==> config.mk <==
export PLATFORM = sky130hd
export DESIGN_NAME = uart_rx
export DESIGN_NICKNAME = d
export VERILOG_FILES = /design/src/rtl/uart_pkg.sv /design/src/rtl/uart_rx_sync.sv /design/src/rtl/uart_rx.sv
export SDC_FILE = /design/constraint.sdc
export NUM_CORES = 1
export LEC_CHECK = 0
export CAP_MARGIN = 10
export CORE_UTILIZATION = 54
export CTS_CLUSTER_SIZE = 8
export DETAILED_ROUTE_END_ITERATION = 7
export PLACE_DENSITY = 0.8
export SYNTH_ARGS = -nofsm -noshare
export SYNTH_HDL_FRONTEND = slang
export SYNTH_SLANG_ARGS = --single-unit
==> constraint.sdc <==
create_clock -name sysclk_in -period 2 [get_ports sysclk_in]
set_clock_uncertainty 0.2 [all_clocks]
set_input_delay 0.2 -clock sysclk_in [delete_from_list [all_inputs] [get_ports sysclk_in]]
set_output_delay 0.2 -clock sysclk_in [all_outputs]
set_load 0.02 [all_outputs]
==> run_1/m1.png <==
(10 px per um) Supply wires on this layer in grey. Cells faint in the background.
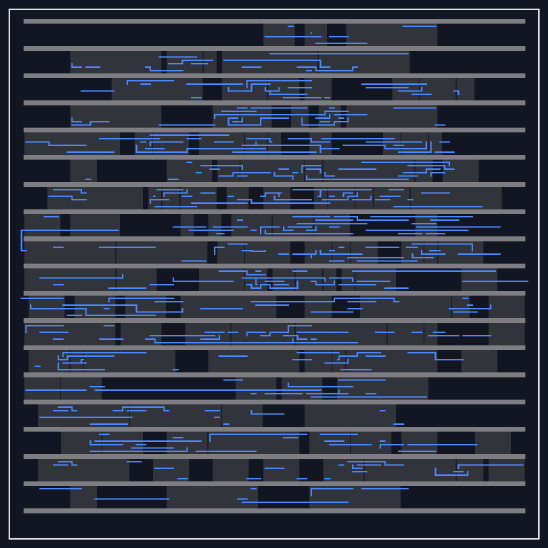
nets with wire on the layer: 123
main direction: horizontal
longest straight run: 22.5 um
wire length on this layer: 1,110 um
share of all routed wire: 44%
total wire length after detailed routing: 2.52 mm
routing usage on met1: 0.277
via count: 897

==> run_1/m2.png <==
(10 px per um)
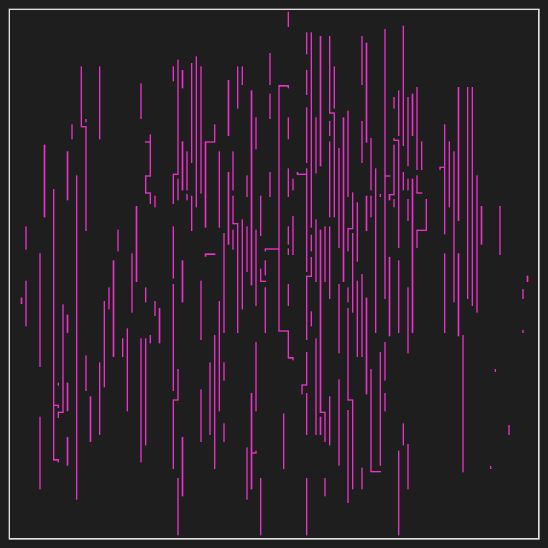
share of all routed wire: 51%
wire length on this layer: 1,280 um
main direction: vertical
nets with wire on the layer: 121
longest straight run: 32.3 um
met2 Use GR: 0.350

==> run_1/m3.png <==
(12 px per um) Cells faint in the background.
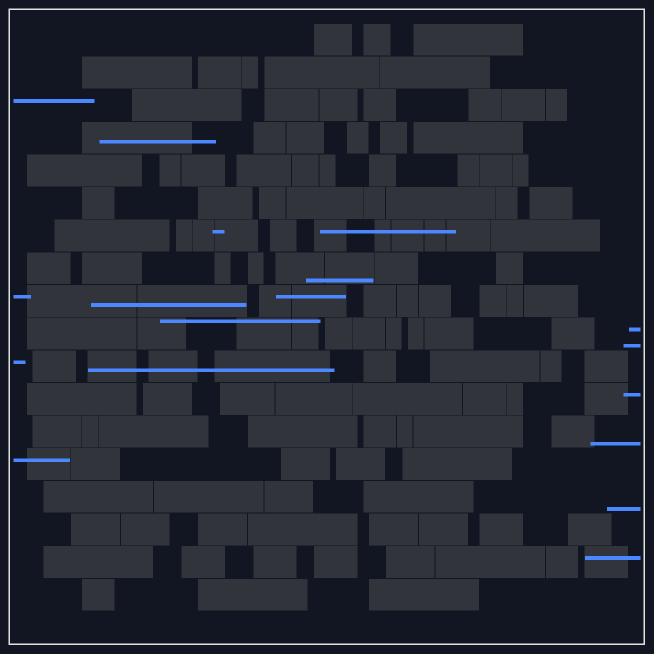
nets with wire on the layer: 15
longest straight run: 20.2 um
main direction: horizontal
met3 usage: 0.0986

==> ci_impl_report.md, run 1 <==
## Synthesis and layout report

| Metric | Value |
|---|---|
| Share of layout cells above drive strength 1 | `0.277` |
| Synth flops | `30` |
| Crit path max fanout | `9` |
| DIE HEIGHT | `roughly 53 um` |
| Post-synthesis cell count | `108` |
| # clk buffers | `7` |
| Vias in the first global route | `roughly 900` |
| Post-Place Cells | `approximately 150` |
| Met3 WL | `between 100 and 150 um` |
| Layout net count | `between 100 and 150` |
| # Cells Yosys | `around 110` |
| Clock group power | `0.000365 W` |
| Critical-path top delay cell | `dfrtp_1` |
| Yosys aoi share | `0.0772` |
| Syn avg cell area | `about 13 um2` |
| Worst hold slack | `0.0590 ns` |
| Largest net degree at the start of global routing | `31` |
| Cell Rows | `18` |
| Seq share, synth | `0.541` |
| Count of buffer and inverter cells on the critical path | `0` |
| Seq/total area | `0.460` |
| Post-CTS sizing | `2` |
| Number of logic inverters in the finished layout | `9` |
| Slew @ Worst Pin | `between 0.3 and 0.4 ns` |
| Most Crowded Layer GR | `met2` |
| Sw frac | `0.326` |
| Dpl hpwl | `~1.8 mm` |
| Non-clock buffer share | `0.0982` |
| Basic Gates by Area | `0.106` |
| XORs/XNORs by Area | `0` |
| Antenna Nets Post-Route | `0` |
| Top cells by count | `dfrtp_1, mux2_2, inv_1, ha_1, mux2i_1` |
| Met1 wire length | `~1.1 mm` |
| Num CTS Buffers | `5` |
| FF/Latch Area | `756 um2` |
| Worst setup SP type | `flip-flop` |
| Reg2Reg Depth | `5` |
| Comb/total area | `0.362` |
| Slowest stage delay, CP | `roughly 0.4 ns` |
| CTS tree | `built` |
| Top cells excl fill/tap | `dfrtp_1, mux2_2, clkdlybuf4s50_1` |
| Top Layer Used | `met4` |
| R2R setup slack | `between 0.06 and 0.07 ns` |
| Final Slew Violations | `0` |
| CTS Sinks | `30` |
| Synth async-reset ratio | `1.00` |
| Clk slew on worst S/H paths | `0.09 ns` |
| Post-CTS setup buffer count | `0` |
| RePlAce Congestion | `0.798` |
| Pleak | `~0.78 nW` |
| Chip area | `about 2800 um2` |
| # setup viols final | `0` |
| Cell Chain, Critical Path | `ha_1, ha_1, and3_1, nand3_4, mux2_2` |
| First-pass GRT wire length | `roughly 4.3 mm` |
| Clk pwr share | `0.227` |
| Chip area in the Yosys report | `1390 um2` |
| Tightest Hold Check Type | `input port to async pin` |
| Clk latency late pin | `about 0.32 ns` |
| Design area | `1640 um2` |
| WL per Instance | `~16 um` |
| MI comb cells | `about 66` |
| Run status | `completed` |
| Max_cap viols | `0` |
| Yosys cell types | `31` |
| Synth Warn # | `0` |
| NetSw | `between 0.0005 and 0.0006 W` |
| Sequential power | `0.000814 W` |
| Levels on crit path | `5` |
## Run 2: what changed since run 1
--- a/config.mk
+++ b/config.mk
@@ -6,10 +6,10 @@
 export NUM_CORES = 1
 export LEC_CHECK = 0
 export CAP_MARGIN = 10
-export CORE_UTILIZATION = 54
+export CORE_UTILIZATION = 25
 export CTS_CLUSTER_SIZE = 8
 export DETAILED_ROUTE_END_ITERATION = 7
-export PLACE_DENSITY = 0.8
+export PLACE_DENSITY = 0.45
 export SYNTH_ARGS = -nofsm -noshare
 export SYNTH_HDL_FRONTEND = slang
 export SYNTH_SLANG_ARGS = --single-unit
==> constraint.sdc (replaced) <==
create_clock -name sysclk_in -period 2 [get_ports sysclk_in]
set_clock_uncertainty 0.2 [all_clocks]
set_input_delay 0.3 -clock sysclk_in [delete_from_list [all_inputs] [get_ports sysclk_in]]
set_output_delay 0.3 -clock sysclk_in [all_outputs]
set_load 0.02 [all_outputs]
==> run_2/m2.png <==
(6 px per um)
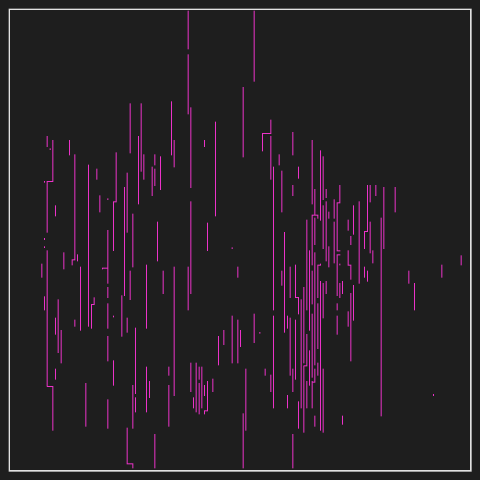
nets with wire on the layer: 120
longest straight run: 33.0 um
total wire length after detailed routing: 2.58 mm
met2 Use GR: 0.152
via count: 878

==> run_2/clock_wires.png <==
(4 px per um)
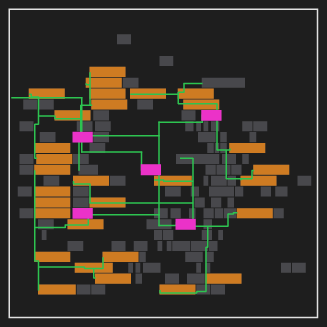
[green] clock wires | length: 443 um
[magenta] clock-net drivers | count: 5
[orange] flip-flops | count: 30
flops lie: spread over the die
Clk pwr share: 0.380
clock group power: 0.000763 W
clk latency late pin: 0.28 ns

==> run 2 against run 1 <==
Combinational power rose by 11%. First-iteration DRC count rose to 4.6 times the previous value. Maximum frequency fell by 0.94%. Critical path depth fell by 3. Sequential power fell by 5.2%. Non-clock buffer count rose by 1. Via count fell by 2.1%. Clock power rose by 110%. Routed wire length rose by 2.6%. Critical path type is now flip-flop to primary output. Critical endpoint is now rx_busy_out. Largest cell class unchanged. Largest power group unchanged.
==> ci_impl_report.md, run 2 <==
## Synthesis and layout report

| Metric | Value |
|---|---|
| Run status | `completed` |
| Max_cap viols | `0` |
| FF/Latch Area | `approximately 750 um2` |
| # Cells Yosys | `around 110` |
| Design area | `between 1500 and 2000 um2` |
| Routing usage on met1 | `0.118` |
| Sw frac | `0.273` |
| Yosys aoi share | `0.0772` |
| NetSw | `about 0.00055 W` |
| Clk slew on worst S/H paths | `about 0.070 ns` |
| Slew @ Worst Pin | `0.405 ns` |
| Mapped Nets | `roughly 120` |
| DR vias/cell | `between 4 and 5` |
| Number of logic inverters in the finished layout | `9` |
| Violation count after the first detailed-route iteration | `~46` |
| Final Slew Violations | `0` |
| Layout net count | `140` |
| Worst hold slack | `0.157 ns` |
| Largest net degree at the start of global routing | `31` |
| RePlAce Congestion | `~0.74` |
| # setup viols final | `0` |
| Worst setup SP type | `flip-flop` |
| MI comb cells | `66` |
| # clk buffers | `6` |
| Top cells excl fill/tap | `dfrtp_1, mux2_2, clkdlybuf4s50_1` |
| Vias in the first global route | `886` |
| Num CTS Buffers | `5` |
| Synth flops | `30` |
| Top Layer Used | `met4` |
| Seq/total area | `0.424` |
| Sequential power | `between 0.0007 and 0.0008 W` |
| Levels on crit path | `2` |
| Count of buffer and inverter cells on the critical path | `1` |
| Reg2Reg Depth | `5` |
| Met1 wire length | `approximately 1.2 mm` |
| XORs/XNORs by Area | `0` |
| Tightest Hold Check Type | `flip-flop to flip-flop` |
| Chip area in the Yosys report | `1390 um2` |
| Post-Place Cells | `slightly below 200` |
| First-pass GRT wire length | `around 4.3 mm` |
| Final WS setup | `a little under 0.05 ns` |
| Post-CTS sizing | `0` |
| Cell Rows | `26` |
| Most Crowded Layer GR | `met2` |
| Comb/total area | `0.331` |
| R2R setup slack | `0.10 ns` |
| Cell Chain, Critical Path | `or2_4, clkdlybuf4s50_1` |
| CTS Sinks | `30` |
| Chip area | `5880 um2` |
| Yosys cell types | `31` |
| First drt pass iteration count | `4` |
| Post-CTS setup buffer count | `0` |
| Slowest stage delay, CP | `0.53 ns` |
| Met3 usage | `0.0429` |
| Critical-path top delay cell | `clkdlybuf4s50_1` |
| Dpl hpwl | `1.83 mm` |
| Met3 WL | `134 um` |
| Pleak | `a little over 0.8 nW` |
| Non-clock buffer share | `0.0957` |
| Share of layout cells above drive strength 1 | `0.275` |
Power is estimated from default activity; no workload was simulated.
